Fig. 1: run 1, selected gate families
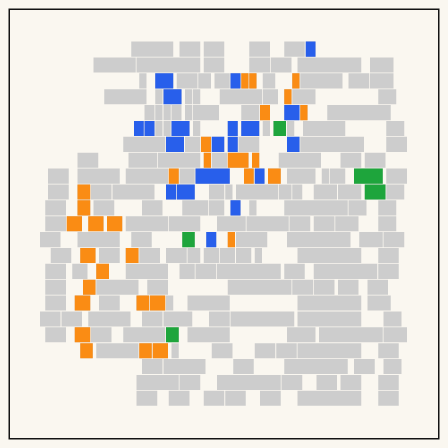
Fig. 2: run 1, met2 routing
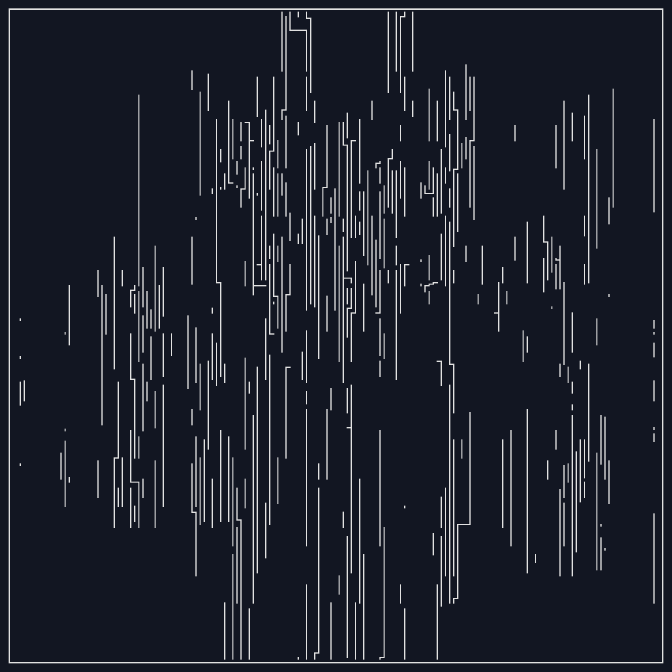
Fig. 3: run 1, cell area per tile
7 x 7 tiles, from white (low) to dark blue (high), 0 to 100% covered.
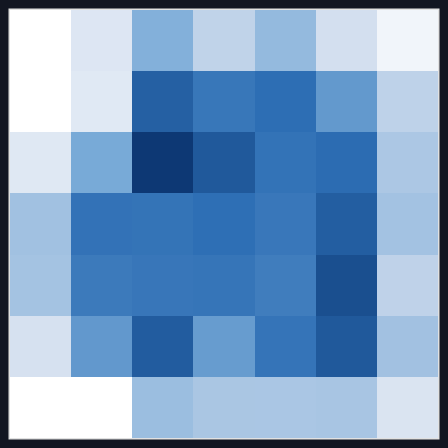
Fig. 4: run 1, metal layers overlaid
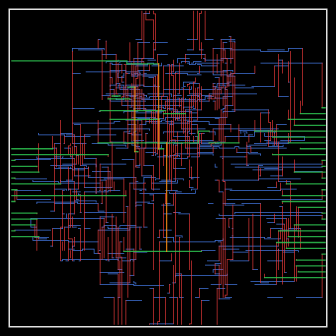
==> config.mk <==
export PLATFORM = sky130hd
export DESIGN_NAME = apb_param_mem_slave
export DESIGN_NICKNAME = d
export VERILOG_FILES = /design/src/rtl/apb_param_mem_slave.sv
export SDC_FILE = /design/constraint.sdc
export NUM_CORES = 1
export LEC_CHECK = 0
export CORE_MARGIN = 5
export CORE_UTILIZATION = 43
export DETAILED_ROUTE_END_ITERATION = 8
export PLACE_DENSITY = 0.79
export SYNTH_ARGS = -nofsm -noshare
export SYNTH_HDL_FRONTEND = slang
export SYNTH_SLANG_ARGS = --single-unit
==> constraint.sdc <==
create_clock -name clk -period 2.25 [get_ports clk]
set_input_delay 0.45 -clock clk [delete_from_list [all_inputs] [get_ports clk]]
set_output_delay 0.45 -clock clk [all_outputs]
set_load 0.02 [all_outputs]
==> summary.json, run 1 <==
{
  "ff2ff_path_depth": 6,
  "synth.logic.top_family": "simple AND/OR/NAND/NOR gates",
  "fp.dieW_um": 73.35,
  "cts_hold_repair.buffers": 0,
  "grt_use_met1": 0.1960,
  "power_switching_share": 0.2257,
  "crit_path_leading_delay_family": "buffers and inverters",
  "total_congestion_overflow_after_global_routing": 0,
  "synth.yosys.seq_area_share": 0.5743,
  "max-slew-margin-rel": 0.7113,
  "tritoncts": "done",
  "antenna-diode-count": 0,
  "worstHoldPathType": "reg2reg",
  "clk-power_uw": 562,
  "top_area_frac": 0.2959,
  "boundaryPins": 67,
  "crit_fanout": 8,
  "dp_hpwl_mm": 3.226,
  "place.port_buffers": 66,
  "worst_ir_drop_vdd_uv": 378.2,
  "power_of_the_combinational_group_uw": 275,
  "synthesized_area_fraction_occupied_by_adder_cells": 0.01450,
  "synth.net_count": 188,
  "flow.area_growth_from_synthesis_pct": 53.66,
  "pwr.group.sequential_uw": 827,
  "min_period_over_period": 0.9483,
  "tritoncts.num_buffers": 5,
  "post-route-worst-setup-slack_ps": 116.4,
  "gr-usage-met2": 0.2542,
  "post-layout-total-power_mw": 1.664,
  "worst_ep_arrival_time_ps": 2360,
  "synth_top_flop_cell": "sky130_fd_sc_hd__dfxtp_1",
  "rrSetupSlack_ps": 300,
  "ctsLongestPathBuffers": 2,
  "synthArstFlopShare": 0,
  "power_top_consumer": "registers",
  "cts.repair_timing.setup_buffer_count": 0,
  "postRouteAntennaNets": 0,
  "final-clk-cell-share": 0.04011,
  "outcome": "complete, no violations",
  "skew_ps": 7.395,
  "share_of_total_power_in_combinational_logic": 0.165,
  "worst-setup-path-type": "in2reg",
  "final_max_slew_viol_count": 0,
  "cts.clk_slew.worst_paths_ps": 80,
  "ff_count": 41,
  "seq_area_um2": 991.0,
  "critPathCaptureType": "flip-flop",
  "area.share.sequential": 0.3738,
  "fillerInstances": 321,
  "clock_power_share": 0.338,
  "setup_viol": 0,
  "placementRows": 23,
  "unrepaired_setup_endpoints_after_global_routing": "no",
  "design.final.nets": 270,
  "stdcell_area_um2": 2651,
  "dpl_cell_area_um2": 2545,
  "gp_congestion": 0.8558,
  "non_clock_inverter_count": 4,
  "yosys_area_um2": 1725,
  "power.density_nw_per_um2": 627.6,
  "final.hold.worst_slack_ps": 483.7,
  "crit_path_cell_trace": "clkdlybuf4s50_1 > or4b_4 > buf_4 > mux2_4 > a21oi_4 > buf_12 > mux2i_1",
  "avgViaCountPerCell": 5.132,
  "routed.top_layer": "met4",
  "synth-edff-count": 17,
  "cts_sinks": 41,
  "final.signal_buffer_count": 80,
  "routed-wl-met2_mm": 1.941,
  "floorplan.tapcells": 50,
  "cpPeakStageDelay_ps": 480,
  "worst_hold_path.num_cells": 2,
  "ys_sh_simple": 0.1842,
  "grt.met3_usage": 0.06840,
  "numPlacedInstances": 273,
  "antenna_found_initial": 0,
  "post-synth-top-area-cell": "sky130_fd_sc_hd__edfxtp_1",
  "worstSetupStartpointType": "input port",
  "net-switching-power_uw": 375.6,
  "mappedNetlistArea_um2": 1725,
  "synth.avg_cell_area_um2": 11.66,
  "post-route-drc-count": 0,
  "leakagePower_nw": 0.9777
}
## Picture notes: Fig. 1
and/or cells -> green  # cells 5
aoi and oai cells -> blue  # cells 20
nand cells -> orange  # cells 30
non-filler instance count after layout: 281
Top cell excl fill/tap: sky130_fd_sc_hd__clkdlybuf4s50_1
Comb area share: 0.2671

## Picture notes: Fig. 2
main direction = vertical
nets with wire on the layer = 234
wire length on this layer = 1,940 um
longest straight run = 24.5 um
share of all routed wire = 47%
number of vias in the routed layout: 1,442
Total Routed Length: 4.128 mm

## Picture notes: Fig. 3
fullest tile = 97%
tiles over 75% full = 18%
mean over tiles = 48%
core outline area: 3943 um^2
post-route core utilization: 0.6725

## Picture notes: Fig. 4
M3 -> green  # wire length 443 um
M1 -> blue  # wire length 1,680 um
M2 -> red  # wire length 1,940 um
M4 -> orange  # wire length 59.8 um
global routing usage summed across all routing layers: 0.1595
routed len/inst: 14.69 um

==> run 2, diff against run 1 <==
Settings changed: CORE_ASPECT_RATIO from default to 0.9, CORE_UTILIZATION 43 to 46, PLACE_DENSITY 0.79 to 0.84.
Clock period 2.25 ns to 2.7 ns, I/O delays scaled along.
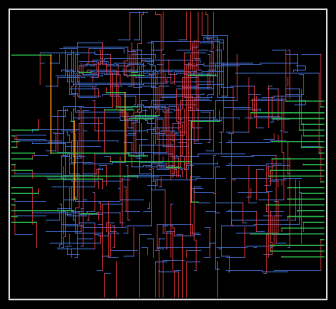
Fig. 5. Metal layers overlaid (run 2).
M4 -> orange  # wire length 76.8 um
M1 -> blue  # wire length 1,820 um
M2 -> red  # wire length 2,040 um
M3 -> green  # wire length 447 um
global routing usage summed across all routing layers: 0.1848
Total Routed Length: 4.385 mm

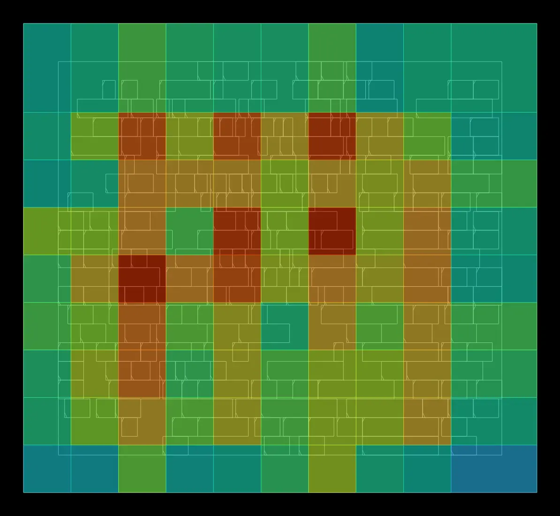
Fig. 6. Congestion heat map (run 2).
global-route layer with the greatest usage: met2
global-route met1 utilization: 0.2263
post-route core utilization: 0.6946
met2 track demand over resource: 0.3026

==> run 2 against run 1 <==
Sequential power fell by 17%. Via count up 1.2%. Sequential cell count did not move. Final area decreased by 3.6%. Area after synthesis unchanged. Count of clock-buffer cells in the layout is 1 higher. First-iteration DRC count is 55% higher.
==> summary.json, run 2 <==
{
  "outcome": "complete, no violations",
  "antenna_found_initial": 0,
  "core-area_um2": 3679,
  "placementRows": 21,
  "critPathCaptureType": "output pin",
  "tritoncts.num_buffers": 5,
  "cts.clk_slew.worst_paths_ps": 70,
  "crit_path_leading_delay_family": "buffers and inverters",
  "avgRoutedWirePerCell_um": 16.24,
  "cts_hold_repair.buffers": 0,
  "numPlacedInstances": 262,
  "worstHoldPathType": "reg2reg",
  "setup_viol": 0,
  "postRouteAntennaNets": 0,
  "design.final.nets": 263,
  "final.hold.worst_slack_ps": 481.0,
  "mappedNetlistArea_um2": 1725,
  "share_of_total_power_in_combinational_logic": 0.177,
  "synth-edff-count": 17,
  "dp_hpwl_mm": 3.477,
  "dpl_cell_area_um2": 2475,
  "post-route-worst-setup-slack_ps": 321.9,
  "net-switching-power_uw": 308.3,
  "clock_power_share": 0.286,
  "non_clock_inverter_count": 4,
  "flow.area_growth_from_synthesis_pct": 48.08,
  "max-slew-margin-rel": 0.5444,
  "worstSetupStartpointType": "flip-flop",
  "routed.top_layer": "met4",
  "pwr.group.sequential_uw": 690,
  "final-clk-cell-share": 0.03134,
  "synth.avg_cell_area_um2": 11.66,
  "synthesized_area_fraction_occupied_by_adder_cells": 0.01450,
  "worst-setup-path-type": "reg2out",
  "stdcell_area_um2": 2555,
  "ys_sh_simple": 0.1842,
  "synth.logic.top_family": "simple AND/OR/NAND/NOR gates",
  "avgViaCountPerCell": 5.404,
  "synth.yosys.seq_area_share": 0.5743,
  "synth.net_count": 188,
  "cts.repair_timing.setup_buffer_count": 0,
  "worst_ir_drop_vdd_uv": 327.7,
  "routed-wl-met2_mm": 2.037,
  "boundaryPins": 67,
  "seq_area_um2": 991.0
}
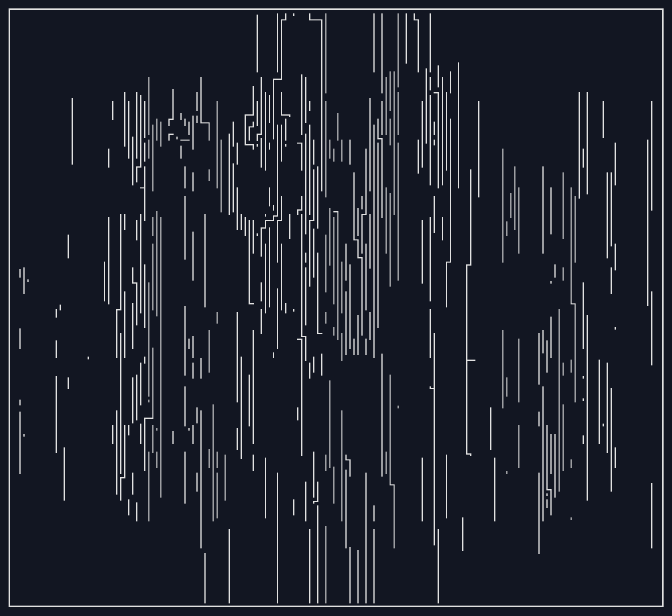
Fig. 7. Met2 routing (run 2).
main direction = vertical
longest straight run = 32.0 um
number of vias in the routed layout: 1,459

Power figures rest on the tool's default switching activity, not on a simulated workload.
